$ cat src/rtl/sfx_scheduler_if.sv
// ROM bus between the sound-effect scheduler (master) and the sample ROMs (slave).
`timescale 1ns/1ps
interface sfx_scheduler_if;
  logic        rom_sel;
  logic [15:0] rom_addr;
  logic [15:0] rom_data;

  modport master (output rom_sel, output rom_addr, input rom_data);
  modport slave  (input rom_sel, input rom_addr, output rom_data);
endinterface

$ cat src/rtl/sfx_scheduler.sv
// Plays one-shot jump/death sound effects from ROM, one sample per audio frame,
// with death taking priority over jump and re-requests restarting the effect.
`timescale 1ns/1ps
module sfx_scheduler #(
  parameter int JUMP_LEN = 4096,
  parameter int DEAD_LEN = 16384
) (
  input  logic            clk,
  input  logic            reset,
  input  logic            req_jump,
  input  logic            req_dead,
  input  logic            sample_tick,
  input  logic            mute,
  sfx_scheduler_if.master rom,
  output logic [15:0]     sample_out,
  output logic            busy,
  output logic            done
);

  typedef enum logic [1:0] {IDLE, PLAY, FETCH} state_t;

  localparam logic [15:0] JUMP_LAST = 16'(JUMP_LEN - 1);
  localparam logic [15:0] DEAD_LAST = 16'(DEAD_LEN - 1);

  state_t      state_q, state_d;
  logic        rom_sel_q, rom_sel_d;
  logic [15:0] rom_addr_q, rom_addr_d;
  logic [15:0] sample_q, sample_d;
  logic        done_q, done_d;
  logic        jump_prev_q, jump_prev_d;
  logic        dead_prev_q, dead_prev_d;
  logic        armed_q, armed_d;

  logic        jump_edge;
  logic        dead_edge;
  logic [15:0] last_addr;

  // Edges are masked for the first clk after reset so that a request level
  // already high at release is absorbed into the edge registers, not played.
  assign jump_edge = armed_q & req_jump & ~jump_prev_q;
  assign dead_edge = armed_q & req_dead & ~dead_prev_q;
  assign last_addr = rom_sel_q ? DEAD_LAST : JUMP_LAST;

  always_comb begin
    state_d     = state_q;
    rom_sel_d   = rom_sel_q;
    rom_addr_d  = rom_addr_q;
    sample_d    = sample_q;
    done_d      = 1'b0;
    jump_prev_d = req_jump;
    dead_prev_d = req_dead;
    armed_d     = 1'b1;

    case (state_q)
      IDLE: begin
        if (dead_edge) begin
          state_d    = PLAY;
          rom_sel_d  = 1'b1;
          rom_addr_d = 16'd0;
        end else if (jump_edge) begin
          state_d    = PLAY;
          rom_sel_d  = 1'b0;
          rom_addr_d = 16'd0;
        end else if (sample_tick) begin
          sample_d = 16'd0;
        end
      end

      PLAY, FETCH: begin
        // Preempt/restart wins over any tick or pending capture this clk.
        if (dead_edge) begin
          state_d    = PLAY;
          rom_sel_d  = 1'b1;
          rom_addr_d = 16'd0;
        end else if (jump_edge && !rom_sel_q) begin
          state_d    = PLAY;
          rom_addr_d = 16'd0;
        end else if (state_q == PLAY) begin
          if (sample_tick) begin
            state_d = FETCH;
          end
        end else begin
          sample_d = mute ? 16'd0 : rom.rom_data;
          if (rom_addr_q == last_addr) begin
            state_d    = IDLE;
            rom_addr_d = 16'd0;
            done_d     = 1'b1;
          end else begin
            state_d    = PLAY;
            rom_addr_d = rom_addr_q + 16'd1;
          end
        end
      end

      default: begin
        state_d    = IDLE;
        rom_addr_d = 16'd0;
      end
    endcase
  end

  always_ff @(posedge clk or posedge reset) begin
    if (reset) begin
      state_q     <= IDLE;
      rom_sel_q   <= 1'b0;
      rom_addr_q  <= 16'd0;
      sample_q    <= 16'd0;
      done_q      <= 1'b0;
      jump_prev_q <= 1'b0;
      dead_prev_q <= 1'b0;
      armed_q     <= 1'b0;
    end else begin
      state_q     <= state_d;
      rom_sel_q   <= rom_sel_d;
      rom_addr_q  <= rom_addr_d;
      sample_q    <= sample_d;
      done_q      <= done_d;
      jump_prev_q <= jump_prev_d;
      dead_prev_q <= dead_prev_d;
      armed_q     <= armed_d;
    end
  end

  assign rom.rom_sel  = rom_sel_q;
  assign rom.rom_addr = rom_addr_q;
  assign sample_out   = sample_q;
  assign busy         = (state_q != IDLE);
  assign done         = done_q;

endmodule

$ cat src/flat_wrapper.sv
// flat-port wrapper written by rule: the top's interface ports become plain ports
module sfx_scheduler_flat 
#(
  parameter int JUMP_LEN = 4096,
  parameter int DEAD_LEN = 16384
)
  (clk, reset, req_jump, req_dead, sample_tick, mute, sample_out, busy, done, rom_rom_sel, rom_rom_addr, rom_rom_data);
  sfx_scheduler_if rom_i ();
  input  logic clk;
  input  logic reset;
  input  logic req_jump;
  input  logic req_dead;
  input  logic sample_tick;
  input  logic mute;
  output logic [15:0] sample_out;
  output logic busy;
  output logic done;
  output wire logic [$bits(rom_i.rom_sel)-1:0] rom_rom_sel;
  output wire logic [$bits(rom_i.rom_addr)-1:0] rom_rom_addr;
  input wire logic [$bits(rom_i.rom_data)-1:0] rom_rom_data;
  assign rom_rom_sel = rom_i.rom_sel;
  assign rom_rom_addr = rom_i.rom_addr;
  assign rom_i.rom_data = rom_rom_data;
  sfx_scheduler #(.JUMP_LEN(JUMP_LEN), .DEAD_LEN(DEAD_LEN)) u_core (.clk(clk), .reset(reset), .req_jump(req_jump), .req_dead(req_dead), .sample_tick(sample_tick), .mute(mute), .rom(rom_i), .sample_out(sample_out), .busy(busy), .done(done));
endmodule
$ cat config.mk
export PLATFORM = sky130hd
export DESIGN_NAME = sfx_scheduler_flat
export DESIGN_NICKNAME = d
export VERILOG_FILES = /design/src/rtl/sfx_scheduler_if.sv /design/src/rtl/sfx_scheduler.sv /design/src/flat_wrapper.sv
export SDC_FILE = /design/constraint.sdc
export NUM_CORES = 1
export LEC_CHECK = 0
export CAP_MARGIN = 10
export CORE_UTILIZATION = 25
export DETAILED_ROUTE_END_ITERATION = 12
export PLACE_DENSITY = 0.54
export REMOVE_ABC_BUFFERS = 1
export SYNTH_ARGS = -nofsm -noshare
export SYNTH_HDL_FRONTEND = slang
export SYNTH_SLANG_ARGS = --single-unit
export TNS_END_PERCENT = 20
$ cat constraint.sdc
create_clock -name clk -period 2.89 [get_ports clk]
set_input_delay 0.578 -clock clk [delete_from_list [all_inputs] [get_ports clk]]
set_output_delay 0.578 -clock clk [all_outputs]
set_load 0.02 [all_outputs]
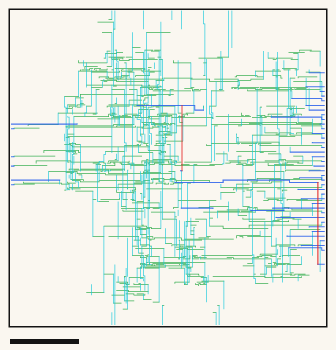
*Routed metal, one color a layer, run 1*
Bar = 20 um.
Key: metal 3 = blue [wire length 296 um]; metal 2 = cyan [wire length 1,990 um]; metal 4 = red [wire length 42.8 um]; metal 1 = green [wire length 2,420 um]
global routing usage summed across all routing layers: 12.29%
wire length per cell: 12.55 um
routed via count: 1,677
total wire length: 4744 um

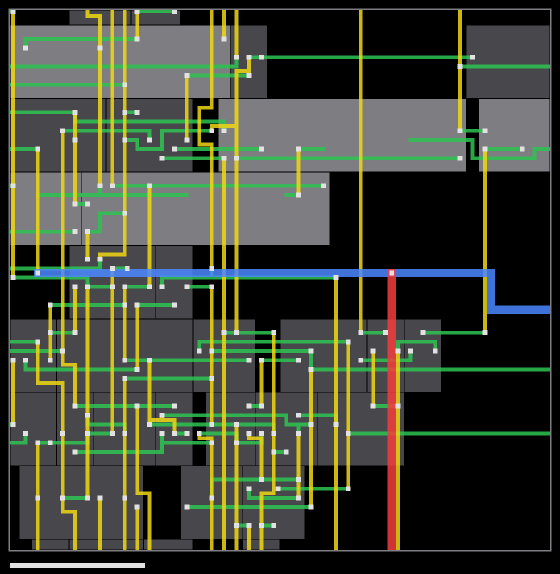
*Zoomed window, run 1*
Bar = 5 um. Window x 36 to 56, y 54 to 74 um. Cells in gray, sequential cells in the stronger gray; small squares are vias.
Key: metal 2 = yellow; metal 3 = blue; metal 4 = red; metal 1 = green
Most frequent: nor2_1 (4), dfrtp_1 (3). 25 logic cells have their middle in the window. Sequential cells in the window: 3. Netlist names of flops here include u_core.rom.rom_addr (3).

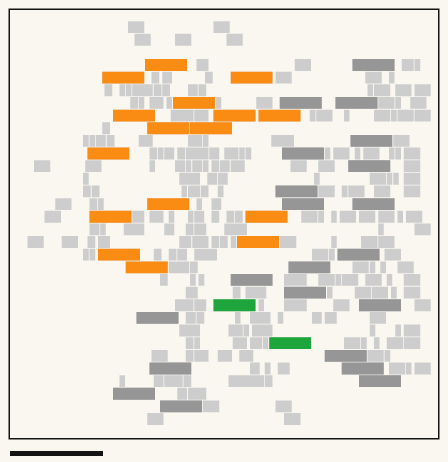
*Sequential cells grouped by signal name, run 1*
Bar = 20 um.
Key: u_core.rom.rom_addr = orange [flops 16]; u_core.state_q = green [flops 2]
Another 21 sequential cells are not colored.
flip-flop and latch share of the layout cell area: 34.53%
core occupancy in the finished layout: 36.39%
Sequential cell area: 975.9 um^2

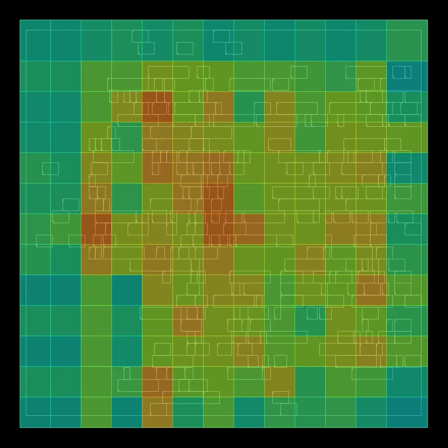
*Routing congestion map, run 1*
GR Util met2: 18.72%
M1 GR Usage: 16.60%
GRT met3 Usage: 3.980%
busiest layer in global routing: met2

==> Flow_metrics.wiki, run 1 <==
== Run summary ==
{| class="wikitable"
! Metric !! Value
|-
| Final Hold Vio Count || 0
|-
| Routed met3 length || 295 um
|-
| Number of standard cells in the layout, taps in and fillers out || 378
|-
| Antenna cell count || 0
|-
| Slew Limit Fails || 0
|-
| Pin count of the biggest net entering global routing || 40
|-
| Final Setup Violations || 0
|-
| Sequential area share after synthesis || 48.12%
|-
| Total DRC errors in the routed layout || 0
|-
| Tool warnings || 27
|-
| Ordered list of cells on the worst path || inv_1 > ha_1 > inv_1 > clkdlybuf4s50_1
|-
| Wire length of the first global-routing pass || 8328 um
|-
| CTS clock-pin slew for the worst setup and hold paths || 70 ps
|-
| Maximum net fanout on the critical path || 6
|-
| Category of cells accounting for the largest share of critical-path delay || buffers and inverters
|-
| Footprint of the multi-input gates || 927.1 um^2
|-
| Post-CTS Setup Bufs || 0
|-
| Endpoint kind of the worst setup timing path || output pin
|-
| Share of final-layout standard cells stronger than drive strength 1 || 9.420%
|-
| Total congestion overflow || 0
|-
| Final net count || 301
|-
| Category of the critical setup timing path || register to output pin
|-
| Startpoint types || register
|-
| Part of the cycle the worst path needs || 79.94%
|-
| # clock sinks || 39
|-
| Top-level port count || 57
|-
| Power density over the cells || 768.8 nW/um^2
|-
| Hold buffers post-CTS || 0
|-
| Pre-Repair DR Iteration Count || 4
|-
| Path type of the worst min-delay path || register to register
|-
| Yosys Chip Area || 2028 um^2
|-
| Die extent in x || 92.07 um
|-
| Leak pwr || 1.179 nW
|-
| Most common flop cell mapped by yosys || dfrtp_1
|-
| Warnings, synthesis || 0
|-
| H-Tree Depth || 2
|-
| Number of buffer and inverter stages on the critical path || 3
|-
| Slowest cell on the critical path || clkdlybuf4s50_1
|-
| Most numerous cell types in the synthesized netlist || 39 x dfrtp_1, 38 x nand2_1, 23 x inv_1
|-
| Worst hold slack || 509.8 ps
|-
| Critical path required time || 2310 ps
|-
| Post-Syn Instances || 213
|-
| Largest clock skew in the final design || 8.780 ps
|-
| Max Freq || 432.8 MHz
|-
| Synth unique cells || 44
|-
| FP Util || 26.11%
|-
| Area contributors post-synth || dfrtp_1 48%, mux2i_1 7.9%, nand2_1 7.0%
|-
| Die Height || 92.07 um
|-
| Maximum clock path buffer count || 2
|-
| VDD IR-drop max || 0.0002079 V
|-
| Worst skew pair latency || 290 ps
|-
| Setup Total Neg Slack || 0 ps
|-
| Cell with the most instances after synthesis || dfrtp_1
|-
| Max-capacitance violation count || 0
|-
| Delay of the slowest cell on the worst path || 600 ps
|-
| Mapped Avg Cell Area || 9.522 um^2
|-
| Sum of internal, switching and leakage power || 0.002173 W
|-
| Metal-1 WL || 2417 um
|-
| Number of global-route vias before repair || 1,697
|-
| CTS root buf || clkbuf_8
|-
| Fill cell instance count of the final layout || 784
|-
| Setup repair after global routing missed its margin || false
|-
| Final WS setup || 579.7 ps
|-
| Fraction of synthesis flops using an asynchronous set or reset pin || 100.0%
|-
| Launch instance of the worst min-delay path || u_core.state_q[1]
|-
| Number of register bits inferred by synthesis || 39
|-
| First DRT Iteration DRCs || 62
|-
| Via density || 4.437
|-
| Highest metal layer with signal wires || met4
|-
| Met2 routed wirelength || 1988 um
|-
| CTS resizes || 0
|-
| Yosys cell count || 213
|-
| Area inside the core boundary || 7767 um^2
|-
| Min Tclk post-route || 2310 ps
|-
| Number of clock buffers inserted by TritonCTS || 5
|-
| Outcome || finished clean
|-
| Final weighted congestion in routability-driven placement || 0.7712
|-
| Post-Syn Area || 2028 um^2
|-
| Arrival time at the worst endpoint || 1730 ps
|-
| Cell total after placement || 370
|-
| Site row count || 32
|-
| Library cell appearing most often on the critical path || inv_1
|-
| Clock tree from TritonCTS || done
|-
| Area of the chip || 8477 um^2
|-
| Count of input and output buffers || 56
|-
| Worst reg2reg startpoint || u_core.rom.rom_addr[0]
|-
| Half-perimeter wire length after placement || 3400 um
|-
| Antenna violations before repair || 0
|-
| Area share, top type || 48.12%
|-
| CP Launch Point || u_core.state_q[0]
|-
| Final ANT Viol Nets || 0
|-
| Setup WS pre-CTS || 478.0 ps
|-
| Cell type with the highest aggregate area in the netlist || dfrtp_1
|-
| Number of flops mapped to enable cells by yosys || 0
|-
| Area growth from synthesis to layout || 39.36%
|}
run 1: state kept, by name (all words and copies together), names as in the netlist:
name and cells:
u_core.armed_q 1, u_core.rom.rom_sel 1, u_core.sample_out 16, u_core.jump_prev_q 1, u_core.dead_prev_q 1, u_core.done 1
u_core.state_q 2, u_core.rom.rom_addr 16
run 1: metrics by stage:
stage               utilization, %  cell area, um^2
global route                 36.39             2826
finish                       36.39             2826
global placement             35.05             2723
floorplan                        -             1989
CTS                          36.39             2826
detailed placement           35.05             2723
run 1: report_power, final:
part | switching [W] | internal (W) | leakage, nW
Clock | 0.000192 | 0.000217 | 0.0505
Combinational | 0.000585 | 0.000462 | 0.604
Sequential | 0.0000773 | 0.000639 | 0.524
run 1: tightest hold or removal path, cell delays in order, from the launching register on:
cell,delay [ps]
dfrtp_1,370
nand2_1,60
o41ai_1,50
run 1: area by class of cell:
type | count | area share (%)
Tap cell | 102 | 4.515
Timing Repair Buffer | 62 | 21.43
Clock inverter | 1 | 0.2656
Clock buffer | 7 | 3.409
Inverter | 23 | 3.054
Sequential cell | 39 | 34.53
Multi-Input combinational cell | 144 | 32.80
run 1: cell families after synthesis:
| kind of cell | share of synthesized area, % |
|---|---|
| other | 0.1849 |
| buffers and inverters | 6.169 |
| muxes | 7.896 |
| DFF | 48.12 |
| AOI/OAI and AO/OA | 11.84 |
| and+or+nand+nor | 22.46 |
| xor gates and xnor gates | 0.8638 |
| adders and majority gates | 2.468 |
run 1: cell usage in the layout (no fill, tap or decap), drive strengths merged, types with 2 or more instances in the layout:
cell type and instances:
a21oi 5, nor2 7, o41ai 3, and3 2, nor4 3, clkbuf 7, mux2i 16, nand4 5
inv 23, o311ai 3, nand3b 2, o21ai 13, nand2b 2, ha 4, dfrtp 39, clkdlybuf4s50 56
buf 6, xor2 2, nand3 12, nor2b 3, and2 4, nor3 3, o21a 2, nand2 39
run 1: path summary, 6_finish.rpt:
path	to	slack (ps)	cells past startpoint
max	busy	580	4
min	u_core.state_q[1]	510	2
max reg2reg	u_core.rom.rom_addr[15]	710	6
min reg2reg	u_core.state_q[1]	510	2
max in group asynchronous	u_core.armed_q	1830	3
min in group asynchronous	u_core.sample_out[13]	720	3
run 1: per-layer routing:
layer	GRT usage, %	vias to the layer above
met3	3.980	4
met4	3.516	0
met5	0	-
met1	16.60	766
li1	-	855
met2	18.72	52
## Run 2: what changed since run 1
Clock period 2.89 ns to 2.2 ns, I/O delays scaled along.
==> Flow_metrics.wiki, run 2 <==
== Run summary ==
{| class="wikitable"
! Metric !! Value
|-
| Outcome || finished clean
|-
| Clock tree from TritonCTS || done
|-
| H-Tree Depth || 2
|-
| Wire length of the first global-routing pass || 8273 um
|-
| Startpoint types || register
|-
| Tool warnings || 27
|-
| CTS clock-pin slew for the worst setup and hold paths || 80 ps
|-
| Number of flops mapped to enable cells by yosys || 0
|-
| Maximum net fanout on the critical path || 6
|-
| Largest combinational cell category by area || simple AND/OR/NAND/NOR gates
|-
| Part of the cycle the worst path needs || 88.77%
|-
| Cell type with the highest aggregate area in the netlist || dfrtp_1
|-
| First DRT Iteration DRCs || 103
|-
| Largest clock skew in the final design || 5.024 ps
|-
| Cell total after placement || 374
|-
| Setup WS pre-CTS || 118.6 ps
|-
| Mapped Avg Cell Area || 9.522 um^2
|-
| Max-capacitance violation count || 0
|-
| Setup repair after global routing missed its margin || false
|-
| Cell with the most instances after synthesis || dfrtp_1
|-
| Path type of the worst min-delay path || register to register
|-
| CTS root buf || clkbuf_8
|-
| Post-CTS Setup Bufs || 0
|-
| Area growth from synthesis to layout || 42.01%
|-
| Sequential area share after synthesis || 48.12%
|-
| Area share, top type || 48.12%
|-
| Fill cell instance count of the final layout || 782
|-
| Die extent in x || 92.07 um
|-
| Proportion of synthesized area in mux cells || 7.896%
|-
| Final WS setup || 247.1 ps
|-
| Leak pwr || 1.217 nW
|-
| Half-perimeter wire length after placement || 3474 um
|-
| Final net count || 305
|-
| Endpoint kind of the worst setup timing path || register
|-
| Synth unique cells || 44
|-
| Arrival time at the worst endpoint || 2190 ps
|-
| Critical path required time || 2440 ps
|-
| Synthesized-area fraction occupied by and/or/nand/nor cells || 22.46%
|-
| FP Util || 26.11%
|-
| Slew Limit Fails || 0
|-
| Category of the critical setup timing path || register to register
|-
| Final ANT Viol Nets || 0
|-
| Number of standard cells in the layout, taps in and fillers out || 382
|-
| Final Hold Vio Count || 0
|-
| Power density over the cells || 1042 nW/um^2
|-
| Area of the chip || 8477 um^2
|-
| Site row count || 32
|-
| Antenna violations before repair || 0
|-
| Final Setup Violations || 0
|-
| Total DRC errors in the routed layout || 0
|-
| Fraction of synthesis flops using an asynchronous set or reset pin || 100.0%
|-
| Wire length per cell || 12.66 um
|-
| Count of input and output buffers || 56
|-
| Yosys cell count || 213
|-
| VDD IR-drop max || 0.0003119 V
|-
| Yosys Chip Area || 2028 um^2
|-
| Routed via count || 1,719
|-
| Maximum clock path buffer count || 2
|-
| Area inside the core boundary || 7767 um^2
|-
| Sum of internal, switching and leakage power || 0.003002 W
|-
| # clock sinks || 39
|-
| Pre-Repair DR Iteration Count || 4
|-
| CTS resizes || 0
|-
| Global routing usage summed across all routing layers || 12.36%
|-
| Pin count of the biggest net entering global routing || 40
|-
| Number of clock buffers inserted by TritonCTS || 5
|-
| Compound-Gate Fraction of Synth Area || 11.84%
|-
| Min Tclk post-route || 1953 ps
|-
| Number of global-route vias before repair || 1,692
|-
| Worst skew pair latency || 300 ps
|-
| Number of register bits inferred by synthesis || 39
|-
| Area share of fa/ha/maj cells after synthesis || 2.468%
|-
| Share of final-layout standard cells stronger than drive strength 1 || 10.71%
|-
| Post-Syn Area || 2028 um^2
|-
| Most numerous cell types in the synthesized netlist || 39 x dfrtp_1, 38 x nand2_1, 23 x inv_1
|-
| Hold buffers post-CTS || 0
|-
| Most common flop cell mapped by yosys || dfrtp_1
|-
| Post-Syn Instances || 213
|-
| Most frequent cells in the layout || 55 x clkdlybuf4s50_1, 39 x dfrtp_1, 38 x nand2_1, 23 x inv_1, 16 x mux2i_1
|-
| Warnings, synthesis || 0
|-
| Die Height || 92.07 um
|-
| Xor/xnor share || 0.8637%
|-
| Max Freq || 512.1 MHz
|-
| Area contributors post-synth || dfrtp_1 48%, mux2i_1 7.9%, nand2_1 7.0%
|-
| Total wire length || 4836 um
|-
| Antenna cell count || 0
|-
| Top-level port count || 57
|-
| Total congestion overflow || 0
|-
| Final weighted congestion in routability-driven placement || 0.6967
|-
| Via density || 4.500
|-
| Commonest Layout Cell || clkdlybuf4s50_1
|}
-- run 2: cell counts after synthesis --
Identical to the previous run, type by type.
-- run 2: path summary, 6_finish.rpt --
kind	start	to	slack, ps	depth (start not counted)
max	u_core.rom.rom_addr[0]	u_core.rom.rom_addr[14]	250	7
min reg2reg	u_core.state_q[1]	u_core.state_q[1]	510	2
max reg2reg	u_core.rom.rom_addr[0]	u_core.rom.rom_addr[14]	250	7
min in group asynchronous	reset	u_core.sample_out[0]	550	3
max in group asynchronous	reset	u_core.dead_prev_q	1300	3
min	u_core.state_q[1]	u_core.state_q[1]	510	2
-- run 2: cells by family after synthesis --
group / count (synthesis)
AND-OR/OR-AND: 34
XOR/XNOR: 2
adder cells (fa/ha/maj): 4
buffers and inverters: 30
flip-flops: 39
multiplexers: 16
other: 1
AND/OR/NAND/NOR: 87
-- run 2: layout make-up --
type / instances / area, um^2 / share of cell area [%]
multi-input cells: 144 / 927.1 / 32.19
flip-flops and latches: 39 / 975.9 / 33.88
inverters: 23 / 86.33 / 2.997
clock buffers: 5 / 68.82 / 2.389
clock inverters: 3 / 43.79 / 1.520
well taps: 102 / 127.6 / 4.431
repair buffers: 66 / 650.6 / 22.59
-- run 2: power by group --
part / internal [W] / leakage [nW] / switching, W
combinational: 0.000662 / 0.635 / 0.000792
sequential: 0.000840 / 0.524 / 0.000103
clock: 0.000338 / 0.0581 / 0.000267
total: 0.00184 / 1.22 / 0.00116
-- run 2: routing by layer --
| layer | up-vias | routed length [um] | global-route usage, % |
|---|---|---|---|
| li1 | 863 | - | - |
| met1 | 798 | 2493 | 16.49 |
| met2 | 52 | 1987 | 18.84 |
| met3 | 6 | 286 | 3.483 |
| met4 | 0 | 68 | 4.818 |
| met5 | - | 0 | 0 |
-- run 2: worst max-delay path: stages (launching register included) --
cell and delay, ps:
dfrtp_1 440, ha_1 220, nand3_1 130, buf_4 180, nor2_2 180, nand4_1 140
or4b_1 510, nand3_1 90
-- run 2: through the flow --
stage	setup TNS (ps)	hold slack, ps	instance area, um^2
finish	0	513.3	2880
global route	0	541.0	2880
CTS	0	518.3	2878
detailed placement	0	499.4	2765
global placement	0	496.2	2765
floorplan	-267.4	469.4	1989
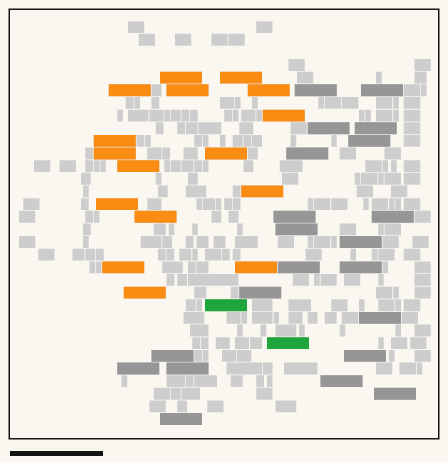
*Sequential cells grouped by signal name, run 2*
Bar = 20 um.
Key: u_core.state_q = green [flops 2]; u_core.rom.rom_addr = orange [flops 16]
sequential-cell power consumption: 0.000943 W
flip-flop and latch share of the layout cell area: 33.88%
core occupancy in the finished layout: 37.08%

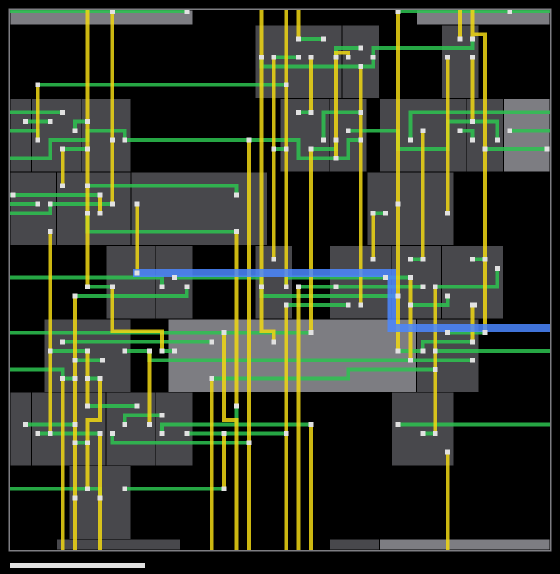
*Zoomed window, run 2*
Bar = 5 um. Window x 36 to 56, y 54 to 74 um. Cells in gray, sequential cells in the stronger gray; small squares are vias.
Key: metal 2 = yellow; metal 1 = green; metal 3 = blue
Sequential cells in the window: 1. Netlist names of flops here include u_core.rom.rom_addr (1). Most frequent: nor2_1 (5), nand3_1 (3). 27 logic cells have their middle in the window.

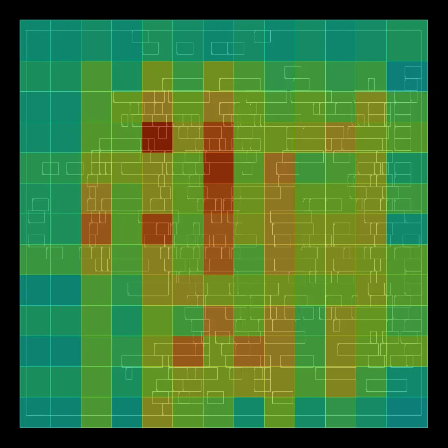
*Routing congestion map, run 2*
GR Util met2: 18.84%
M1 GR Usage: 16.49%

No activity file was given, so power comes from the tool's default toggle rates.
